--- src/rtl/counter_pkg.sv ---
// counter_pkg: shared digit width and count direction for the BCD counter
package counter_pkg;
  localparam int DIGIT_W = 4;
  typedef enum logic {DIR_DOWN, DIR_UP} dir_e;
endpackage

--- src/rtl/radix_digit.sv ---
// radix_digit: one modulo-RADIX digit with load, clear and ripple step in/out
module radix_digit
  import counter_pkg::*;
#(
  parameter int RADIX = 10
) (
  input  logic               clk,
  input  logic               reset_n,
  input  logic               clear,
  input  logic               load,
  input  logic [DIGIT_W-1:0] load_val,
  input  logic               step_in,
  input  logic               up,
  output logic [DIGIT_W-1:0] value,
  output logic               step_out
);
  localparam logic [DIGIT_W-1:0] TOP = DIGIT_W'(RADIX - 1);
  logic               at_edge;
  logic               go_up;
  logic [DIGIT_W-1:0] nxt;
  // next digit value: clear beats load beats step; out-of-range loads become 0
  always_comb begin
    go_up    = dir_e'(up) == DIR_UP;
    at_edge  = go_up ? value == TOP : value == '0;
    step_out = step_in & at_edge;
    nxt      = clear ? '0 :
               load ? (({1'b0, load_val} >= (DIGIT_W + 1)'(RADIX)) ? '0 : load_val) :
               !step_in ? value :
               go_up ? (at_edge ? '0 : value + 1'b1) :
               (at_edge ? TOP : value - 1'b1);
  end
  // digit register, cleared asynchronously by reset
  always_ff @(posedge clk or negedge reset_n)
    if (!reset_n) value <= '0;
    else value <= nxt;
endmodule

--- src/rtl/bcd_updown_counter.sv ---
// bcd_updown_counter: cascaded up/down radix counter with wrap or saturate and event flags
module bcd_updown_counter
  import counter_pkg::*;
#(
  parameter int DIGITS   = 4,
  parameter int RADIX    = 10,
  parameter int SATURATE = 0
) (
  input  logic                      clk,
  input  logic                      reset_n,
  input  logic                      clear,
  input  logic                      load,
  input  logic [DIGIT_W*DIGITS-1:0] load_data,
  input  logic                      en,
  input  logic                      up,
  output logic [DIGIT_W*DIGITS-1:0] count,
  output logic                      carry,
  output logic                      borrow,
  output logic                      load_err
);
  localparam logic [DIGIT_W*DIGITS-1:0] MAX = {DIGITS{DIGIT_W'(RADIX - 1)}};
  logic [DIGITS:0]   chain;
  logic [DIGITS-1:0] bad;
  logic              cmd;
  logic              lim;
  logic              step0;
  logic              carry_d;
  logic              borrow_d;
  logic              err_d;
  genvar i;
  generate
    for (i = 0; i < DIGITS; i++) begin : g_dig
      radix_digit #(.RADIX(RADIX)) u_dig (
        .clk     (clk),
        .reset_n (reset_n),
        .clear   (clear),
        .load    (load),
        .load_val(load_data[DIGIT_W*i +: DIGIT_W]),
        .step_in (chain[i]),
        .up      (up),
        .value   (count[DIGIT_W*i +: DIGIT_W]),
        .step_out(chain[i+1])
      );
      assign bad[i] = {1'b0, load_data[DIGIT_W*i +: DIGIT_W]} >= (DIGIT_W + 1)'(RADIX);
    end
  endgenerate
  assign chain[0] = step0;
  // a step at the limit either wraps through the ripple chain or is suppressed when saturating
  always_comb begin
    cmd      = en & ~clear & ~load;
    lim      = up ? count == MAX : count == '0;
    step0    = cmd & ~((SATURATE != 0) & lim);
    carry_d  = up & ((SATURATE != 0) ? cmd & lim : chain[DIGITS]);
    borrow_d = ~up & ((SATURATE != 0) ? cmd & lim : chain[DIGITS]);
    err_d    = load & ~clear & (|bad);
  end
  // one-cycle registered event flags
  always_ff @(posedge clk or negedge reset_n)
    if (!reset_n) {carry, borrow, load_err} <= '0;
    else {carry, borrow, load_err} <= {carry_d, borrow_d, err_d};
endmodule

--- config.mk ---
export PLATFORM = sky130hd
export DESIGN_NAME = bcd_updown_counter
export DESIGN_NICKNAME = d
export VERILOG_FILES = /design/src/rtl/counter_pkg.sv /design/src/rtl/radix_digit.sv /design/src/rtl/bcd_updown_counter.sv
export SDC_FILE = /design/constraint.sdc
export NUM_CORES = 1
export LEC_CHECK = 0
export ABC_AREA = 1
export CORE_MARGIN = 1.5
export CORE_UTILIZATION = 35
export CTS_BUF_LIST = sky130_fd_sc_hd__clkbuf_8 sky130_fd_sc_hd__clkbuf_16
export DETAILED_ROUTE_END_ITERATION = 10
export PLACE_DENSITY = 0.72
export SETUP_SLACK_MARGIN = 0.4
export SLEW_MARGIN = 25
export SYNTH_ARGS = -nofsm -noshare
export SYNTH_HDL_FRONTEND = slang
export SYNTH_SLANG_ARGS = --single-unit
--- constraint.sdc ---
create_clock -name clk -period 1.4 [get_ports clk]
set_input_delay 0.14 -clock clk [delete_from_list [all_inputs] [get_ports clk]]
set_output_delay 0.14 -clock clk [all_outputs]
set_load 0.02 [all_outputs]
==> flow_summary.toml, run 1 <==
# yosys + openroad results
[yosys]
fp_nets = 296
yosys-top-cells-area = "dfrtp_1 27%, nand2_1 16%, nand3_1 12%"
ys_chip_area_um2 = 1730
ys_seq_share = 0.275
synth.avg_cell_area_um2 = 6.60
ys_top_cells_by_count = "73 x nand2_1, 42 x nand3_1, 30 x inv_1"
most_common_cell = "nand2_1"
synthCells = 262
ys_cells = 262
ys.flops = 19
ff_type = "dfrtp_1"
top_area_frac = 0.275
yosys_warnings = 0
synth_cell_type_count = 23
edf_count = 0
netlist_area_um2 = 1730

[route]
wl_met3_um = 245
wl_per_cell_um = 12.6
drc = 0
routed.top_layer = "met4"
drt_pass1_iterations = 4
wl_met2_mm = 2.64
totalWireLength_mm = 5.50
via_per_inst = 4.89
vias = 2134
ant_nets = 0
met1_length_mm = 2.53

[grt]
grt_pass1_vias = 1977
busiest_layer = "met2"
grt.met2_usage = 0.349
grt_use_met3 = 0.0302
grt_max_degree = 20
overflow = 0
antenna_found_initial = 0
grt_use_met1 = 0.282
grt_use_total = 0.212
grt_pass1_wl_mm = 8.83

[clocking]
cts_sinks = 19
cts_made_buffers = 3
postCtsHoldBufs = 0
clockBufferDepth = 2
cts_tree = "yes"
clock.latency.late_pin_ps = 270
h-tree-depth = 1
cts.repair.resized = 125
path_clk_slew_ps = 80
cts_root_buf = "clkbuf_8"
postCtsSetupBuffers = 8

[pwr]
p_per_area_nw_per_um2 = 739
comb_power_share = 0.504
power.switching_mw = 0.831
maxPowerGroup = "combinational logic"
switching_share = 0.382
power.total_mw = 2.18
p_clk_frac = 0.187
ir_drop_mv = 0.444
internal_power_mw = 1.35
p_comb_mw = 1.10
power_frac_seq = 0.309
pg_seq_mw = 0.673
power_clock_mw = 0.406
p_leak_nw = 1.48

[worst_setup_path]
cp_data_arrival_time_ps = 1760
r2r-start = "g_dig[0].u_dig.value[1]"
r2r_slack_ps = -160
cp-end-kind = "register"
crit_type = "register to register"
endpoint = "g_dig[1].u_dig.value[3]"
critPathLaunchType = "register"
reg2reg_depth = 12
worstPathRequired_ps = 1600
crit_path_start = "g_dig[0].u_dig.value[1]"
reg2reg_to = "g_dig[1].u_dig.value[3]"

[final_timing]
hold_violations = 0
worst_pin_slew_ps = 288
finalClockPeriodUsage = 1.12
maxSlewHeadroom = 0.808
finClkSkew_ps = 4.99
fmax_mhz = 640
whs_ps = 213
rsz0062_at_grt = "true"
maxSlewViolCount = 0
layout_min_cycle_time_ps = 1560
setup_viol = 16
final.setup.worst_slack_ps = -162

[final_layout]
largest_register = "g_dig.u_dig.value"
largest_register_ff_count = 16
mi_logic_area_um2 = 1230
drive_above_1_share = 0.393
num-multi-input-gates = 205
buf_share = 0.328
inv_count = 32
flop_area_um2 = 490
layout.cells.non_filler = 436
comb_share = 0.419
nNetsFinal = 404
clock_buffers = 3
dominant_cells = "logic gates"
antenna_cells = 0
fill_cells = 429
clk_share = 0.0153
final_cell_mix = "63 x nand2_1, 57 x buf_4, 39 x nand3_1, 28 x buf_6, 24 x inv_1"
fin_util = 0.619

[place]
gp_congestion = 0.896
placed_area_um2 = 2580
io_buffers = 40
post-place-cells = 413
dp_hpwl_mm = 3.97
pre_cts_ws_ps = -236

[floorplanning]
ios = 41
die_h_um = 73.3
initCoreUtil = 0.364
die_area_um2 = 5380
die-width_um = 73.3

[status]
status = "finished, violations left"
failed_checks = "negative setup slack"

[job]
cap_violations = 0
log.warning_count = 37

[min_path]
hold_class = "input pin to async pin"
## run 1: cells by family (layout without fill, tap and decap cells)
family / Yosys count / in the layout / synth area share
AOI/OAI and AO/OA: 36 / 36 / 0.120
xor gates and xnor gates: 6 / 6 / 0.0304
adders and majority gates: 12 / 12 / 0.0868
buffers and inverters: 38 / 145 / 0.0969
DFF: 19 / 19 / 0.275
and+or+nand+nor: 151 / 151 / 0.391
## run 1: worst max-delay path, cell delays in order, from the launching register on
cell and delay, ps:
dfrtp_2 430, inv_4 80, ha_2 170, nand2_2 50, inv_2 50, nand2_2 70, nand2_4 100, nand2_4 80
buf_4 150, buf_6 110, o31ai_4 40, nand2_1 70, nand2_1 70
==> run_1/drive_strength.png <==
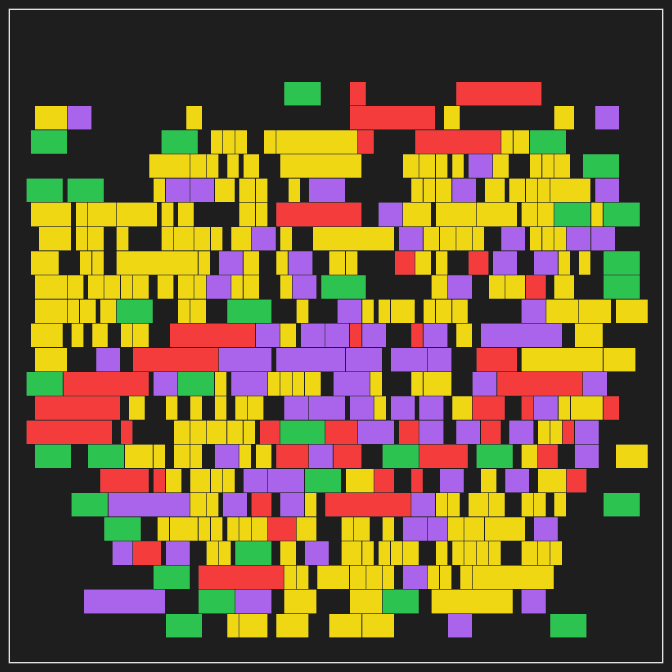
green -> drive 6 and up  # cells 31, share 8.4%, most used buf_6
purple -> drive 3 to 4  # cells 73, share 20%, most used buf_4
yellow -> drive 1 or less  # cells 224, share 61%, most used nand2_1
red -> drive 2  # cells 41, share 11%, most used dfrtp_2
Non-CTS buffers: 109
Layout area overhead: 70.1%
Final Cell Area: 2940 um2
Worst Slack Setup Final: -162 ps

==> run_1/final_placement.png <==
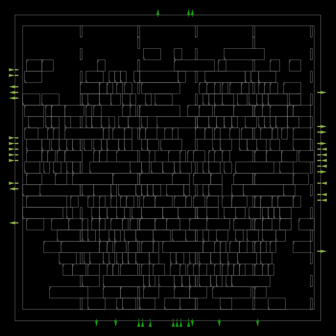
core footprint: 4750 um2
n_taps: 67
sequential share of cell area: 0.167
number of sequential cells: 19
Core Rows: 25

==> run_1/clock_map.png <==
The bar under the picture is 20 um long.
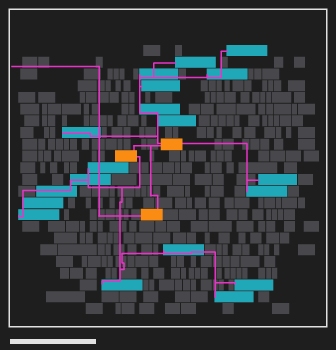
cyan -> flip-flops  # count 19
magenta -> clock wires  # length 333 um
orange -> cells driving clock nets  # count 3
flops lie = all over the die

==> run 2, diff against run 1 <==
--- a/config.mk
+++ b/config.mk
@@ -11,6 +11,7 @@
 export CTS_BUF_LIST = sky130_fd_sc_hd__clkbuf_8 sky130_fd_sc_hd__clkbuf_16
 export DETAILED_ROUTE_END_ITERATION = 10
 export PLACE_DENSITY = 0.72
+export REMOVE_ABC_BUFFERS = 1
 export SETUP_SLACK_MARGIN = 0.4
 export SLEW_MARGIN = 25
 export SYNTH_ARGS = -nofsm -noshare
==> run_2/final_placement.png <==
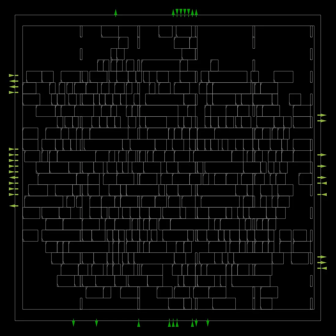
Filler cells: 412
post-layout util: 0.631
sequential share of cell area: 0.159
filler-free cell count of the finished design: 441

==> run 2 against run 1 <==
The flow still finishes with violations (negative setup slack). Non-clock buffer count grew 5. Sequential power decreased by 1%. Hold slack worse by 1.9 ps. Global-route usage grew 1.0 points. Die area stayed put. Register-to-register slack about the same. Area after synthesis did not move. Highest routed layer unchanged.
==> flow_summary.toml, run 2 <==
# yosys + openroad results
[clocking]
cts_made_buffers = 3
postCtsSetupBuffers = 15
h-tree-depth = 1
clock.latency.late_pin_ps = 260
cts_root_buf = "clkbuf_8"
cts.repair.resized = 138
path_clk_slew_ps = 80

[pwr]
ir_drop_mv = 0.395
p_per_area_nw_per_um2 = 740
comb_power_share = 0.518
p_clk_frac = 0.182
power_clock_mw = 0.404
power.total_mw = 2.22
p_comb_mw = 1.15
internal_power_mw = 1.36
p_leak_nw = 1.55
pg_seq_mw = 0.665

[route]
wl_met2_mm = 3.15
vias = 2225
via_per_inst = 5.05
ant_nets = 0
totalWireLength_mm = 6.09
drc = 0
wl_per_cell_um = 13.8
drt_pass1_iterations = 5

[yosys]
ys_chip_area_um2 = 1730
ys_top_cells_by_count = "73 x nand2_1, 42 x nand3_1, 30 x inv_1"
synthXorXnorAreaFrac = 0.0304
yosys_warnings = 0
adder_share = 0.0868
ys_cells = 262
aoi_share = 0.120
netlist_area_um2 = 1730
ys.flops = 19
synthCells = 262
ys_sh_mux = 0
yosys-top-cells-area = "dfrtp_1 27%, nand2_1 16%, nand3_1 12%"
edf_count = 0
synth.avg_cell_area_um2 = 6.60
most_common_cell = "nand2_1"

[worst_setup_path]
crit_type = "register to register"
reg2reg_to = "g_dig[1].u_dig.value[0]"
cp_num_buf_inv = 4
cp-end-kind = "register"
r2r-start = "g_dig[1].u_dig.value[1]"
path_cells = "inv_2, ha_4, inv_4, nor2_4, nand2_2, buf_6, buf_6, nand2_2, nand3_1, nand2_1, nand2_1, o21ai_1"

[final_layout]
antenna_cells = 0
dominant_cells = "logic gates"
syn_to_final_growth_pct = 73.2
drive_above_1_share = 0.382
buf_share = 0.340
clock_buffers = 3
nNetsFinal = 409

[final_timing]
fmax_mhz = 637
layout_min_cycle_time_ps = 1570
worst_pin_slew_ps = 397
finClkSkew_ps = 5.23
final.setup.worst_slack_ps = -171
maxSlewViolCount = 0
setup_viol = 16

[job]
cap_violations = 0

[grt]
grt_use_met1 = 0.280
busiest_layer = "met2"
grt_max_degree = 20
grt_pass1_vias = 2109
overflow = 0
grt.met2_usage = 0.390

[floorplanning]
ios = 41
die_h_um = 73.3
die-width_um = 73.3
die_area_um2 = 5380

[status]
status = "finished, violations left"
failed_checks = "negative setup slack"

[place]
io_buffers = 40
gp_congestion = 0.878
placed_area_um2 = 2520
pre_cts_ws_ps = -336
run 2: cell counts after synthesis:
No cell type changed its count.
run 2: worst max-delay path by stage:
stage                            start                       to  slack [ps]  cells after the start
2_1_floorplan  g_dig[0].u_dig.value[0]  g_dig[1].u_dig.value[1]        -200                     10
3_3_place_gp                        up  g_dig[1].u_dig.value[2]        -300                     10
3_5_place_dp                        up  g_dig[1].u_dig.value[2]        -340                     10
4_1_cts        g_dig[1].u_dig.value[1]  g_dig[3].u_dig.value[1]         -80                     10
5_1_grt        g_dig[1].u_dig.value[1]  g_dig[1].u_dig.value[0]        -250                     12
6_report       g_dig[1].u_dig.value[1]  g_dig[1].u_dig.value[0]        -170                     12
==> run 3, diff against run 2 <==
--- a/config.mk
+++ b/config.mk
@@ -6,11 +6,10 @@
 export NUM_CORES = 1
 export LEC_CHECK = 0
 export ABC_AREA = 1
-export CORE_MARGIN = 1.5
 export CORE_UTILIZATION = 35
 export CTS_BUF_LIST = sky130_fd_sc_hd__clkbuf_8 sky130_fd_sc_hd__clkbuf_16
 export DETAILED_ROUTE_END_ITERATION = 10
-export PLACE_DENSITY = 0.72
+export PLACE_DENSITY = 0.7
 export REMOVE_ABC_BUFFERS = 1
 export SETUP_SLACK_MARGIN = 0.4
 export SLEW_MARGIN = 25
==> constraint.sdc (replaced) <==
create_clock -name clk -period 1.6 [get_ports clk]
set_input_delay 0.16 -clock clk [delete_from_list [all_inputs] [get_ports clk]]
set_output_delay 0.16 -clock clk [all_outputs]
set_load 0.02 [all_outputs]
==> run_3/final_placement.png <==
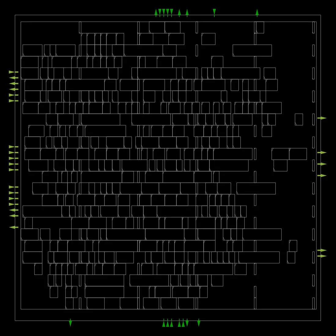
Filler cells: 451
filler-free cell count of the finished design: 418
post-layout util: 0.580

==> run 3 against run 2 <==
The run now ends clean. Final area is 8.0% lower. Hold slack better by 23 ps. Fmax rose by 1.4%. Area after synthesis stayed put. Core utilization down 5.0 points. Flip-flop count is the same. Cell count down 5.2%. Worst setup slack better by 220 ps. First-iteration DRC count grew 50%. Sequential power fell by 12%. Register-to-register slack gained 220 ps. Die area shrank 2.7%.
==> flow_summary.toml, run 3 <==
# yosys + openroad results
[status]
status = "complete, no violations"

[yosys]
ff_type = "dfrtp_1"
top_area_frac = 0.275
ys_seq_share = 0.275
synthXorXnorAreaFrac = 0.0304
synthCells = 262
aoi_share = 0.120
adder_share = 0.0868
ys_cells = 262
most_common_cell = "nand2_1"
synth_cell_type_count = 23
ys_async_sr_fraction = 1.00
netlist_area_um2 = 1730
synth.avg_cell_area_um2 = 6.60
ys_sh_simple = 0.391
ys_chip_area_um2 = 1730
top_area_cell = "dfrtp_1"
yosys_warnings = 0
ys_top_cells_by_count = "73 x nand2_1, 42 x nand3_1, 30 x inv_1"
edf_count = 0
topCombFamilyByArea = "simple AND/OR/NAND/NOR gates"
ys.flops = 19
ys_sh_mux = 0
yosys-top-cells-area = "dfrtp_1 27%, nand2_1 16%, nand3_1 12%"

[grt]
grt_pass1_vias = 2005
grt.met2_usage = 0.395
busiest_layer = "met2"
grt_use_total = 0.221
grt_max_degree = 20
overflow = 0
grt_use_met1 = 0.288
antenna_found_initial = 0
grt_pass1_wl_mm = 9.03

[final_timing]
finClkSkew_ps = 1.94
maxSlewHeadroom = 0.744
worst_pin_slew_ps = 380
finalClockPeriodUsage = 0.968
rsz0062_at_grt = "true"
fmax_mhz = 646
setup_viol = 0
final.setup.worst_slack_ps = 51.3
whs_ps = 235
maxSlewViolCount = 0
layout_min_cycle_time_ps = 1550
hold_violations = 0

[clocking]
cts_root_buf = "clkbuf_8"
cts.repair.resized = 88
path_clk_slew_ps = 80
cts_made_buffers = 3
h-tree-depth = 1
clock.latency.late_pin_ps = 260
cts_sinks = 19
cts_tree = "yes"
postCtsSetupBuffers = 12
postCtsHoldBufs = 0
clockBufferDepth = 2

[pwr]
pg_seq_mw = 0.588
power_frac_seq = 0.321
switching_share = 0.394
power_clock_mw = 0.356
p_comb_mw = 0.889
power.total_mw = 1.83
comb_power_share = 0.485
p_per_area_nw_per_um2 = 664
ir_drop_mv = 0.367
maxPowerGroup = "combinational logic"
internal_power_mw = 1.11
p_leak_nw = 1.41
power.switching_mw = 0.721
p_clk_frac = 0.194

[worst_setup_path]
reg2reg_depth = 10
endpoint = "g_dig[3].u_dig.value[0]"
path_max_fanout = 7
crit_type = "register to register"
cpLargestDelayFamily = "flip-flops"
critPathLaunchType = "register"
path_cells = "inv_2, ha_4, inv_2, nor2_2, nand2_2, nand2_4, nand2_4, o21ai_4, nand2_1, o21ai_1"
critPathSlowestCell = "dfrtp_1"
crit_path_start = "g_dig[0].u_dig.value[0]"
reg2reg_to = "g_dig[3].u_dig.value[0]"
r2r-start = "g_dig[0].u_dig.value[0]"
r2r_slack_ps = 50
cp.depth = 10
worstPathRequired_ps = 1790
cp_num_buf_inv = 2
cp-end-kind = "register"
critical_path.max_stage_delay_ps = 440

[final_layout]
comb_share = 0.449
largest_register = "g_dig.u_dig.value"
flop_area_um2 = 479
dominant_cells = "logic gates"
inv_count = 32
nNetsFinal = 386
num-multi-input-gates = 205
seq_share = 0.174
final_cell_area_um2 = 2760
drive_above_1_share = 0.322
largest_register_ff_count = 16
buf_share = 0.288
antenna_cells = 0
syn_to_final_growth_pct = 59.4
mi_logic_area_um2 = 1240
buffers = 91
flop-count = 19
layout_top_cell = "nand2_1"
clock_buffers = 3
clk_share = 0.0163

[job]
log.warning_count = 35
cap_violations = 0

[route]
wl_met2_mm = 2.90
ant_nets = 0
via_per_inst = 5.00
met1_length_mm = 2.43
totalWireLength_mm = 5.58
wl_per_cell_um = 13.4
drc = 0
vias = 2089
routed.top_layer = "met4"
drt_pass1_iterations = 4
first_iter_violations = 161

[floorplanning]
n_tap_cell = 67
die_area_um2 = 5230
die-width_um = 72.3
rows = 25
core-area_um2 = 4750
initCoreUtil = 0.364
ios = 41
die_h_um = 72.3

[min_path]
hold_class = "input pin to async pin"

[place]
dp_hpwl_mm = 3.83
gp_congestion = 0.866
pre_cts_ws_ps = -120
io_buffers = 40
placed_area_um2 = 2440
post-place-cells = 398
## run 3: cell types whose count changed in the layout (fill, tap and decap cells not counted), sizes merged
cell and delta:
inv +1, clkinv -1, clkbuf +5, clkdlybuf4s50 +4, dlymetal6s2s -2, clkdlybuf4s15 +3, buf -33
## run 3: how the worst min path moves through the flow
stage,start,endpoint,depth (start not counted)
2_1_floorplan,reset_n,borrow,0
3_3_place_gp,reset_n,g_dig[1].u_dig.value[3],2
3_5_place_dp,reset_n,g_dig[3].u_dig.value[2],2
4_1_cts,reset_n,g_dig[1].u_dig.value[3],2
5_1_grt,reset_n,g_dig[1].u_dig.value[3],2
6_report,reset_n,g_dig[1].u_dig.value[3],2
Power and IR drop assume default switching activity.
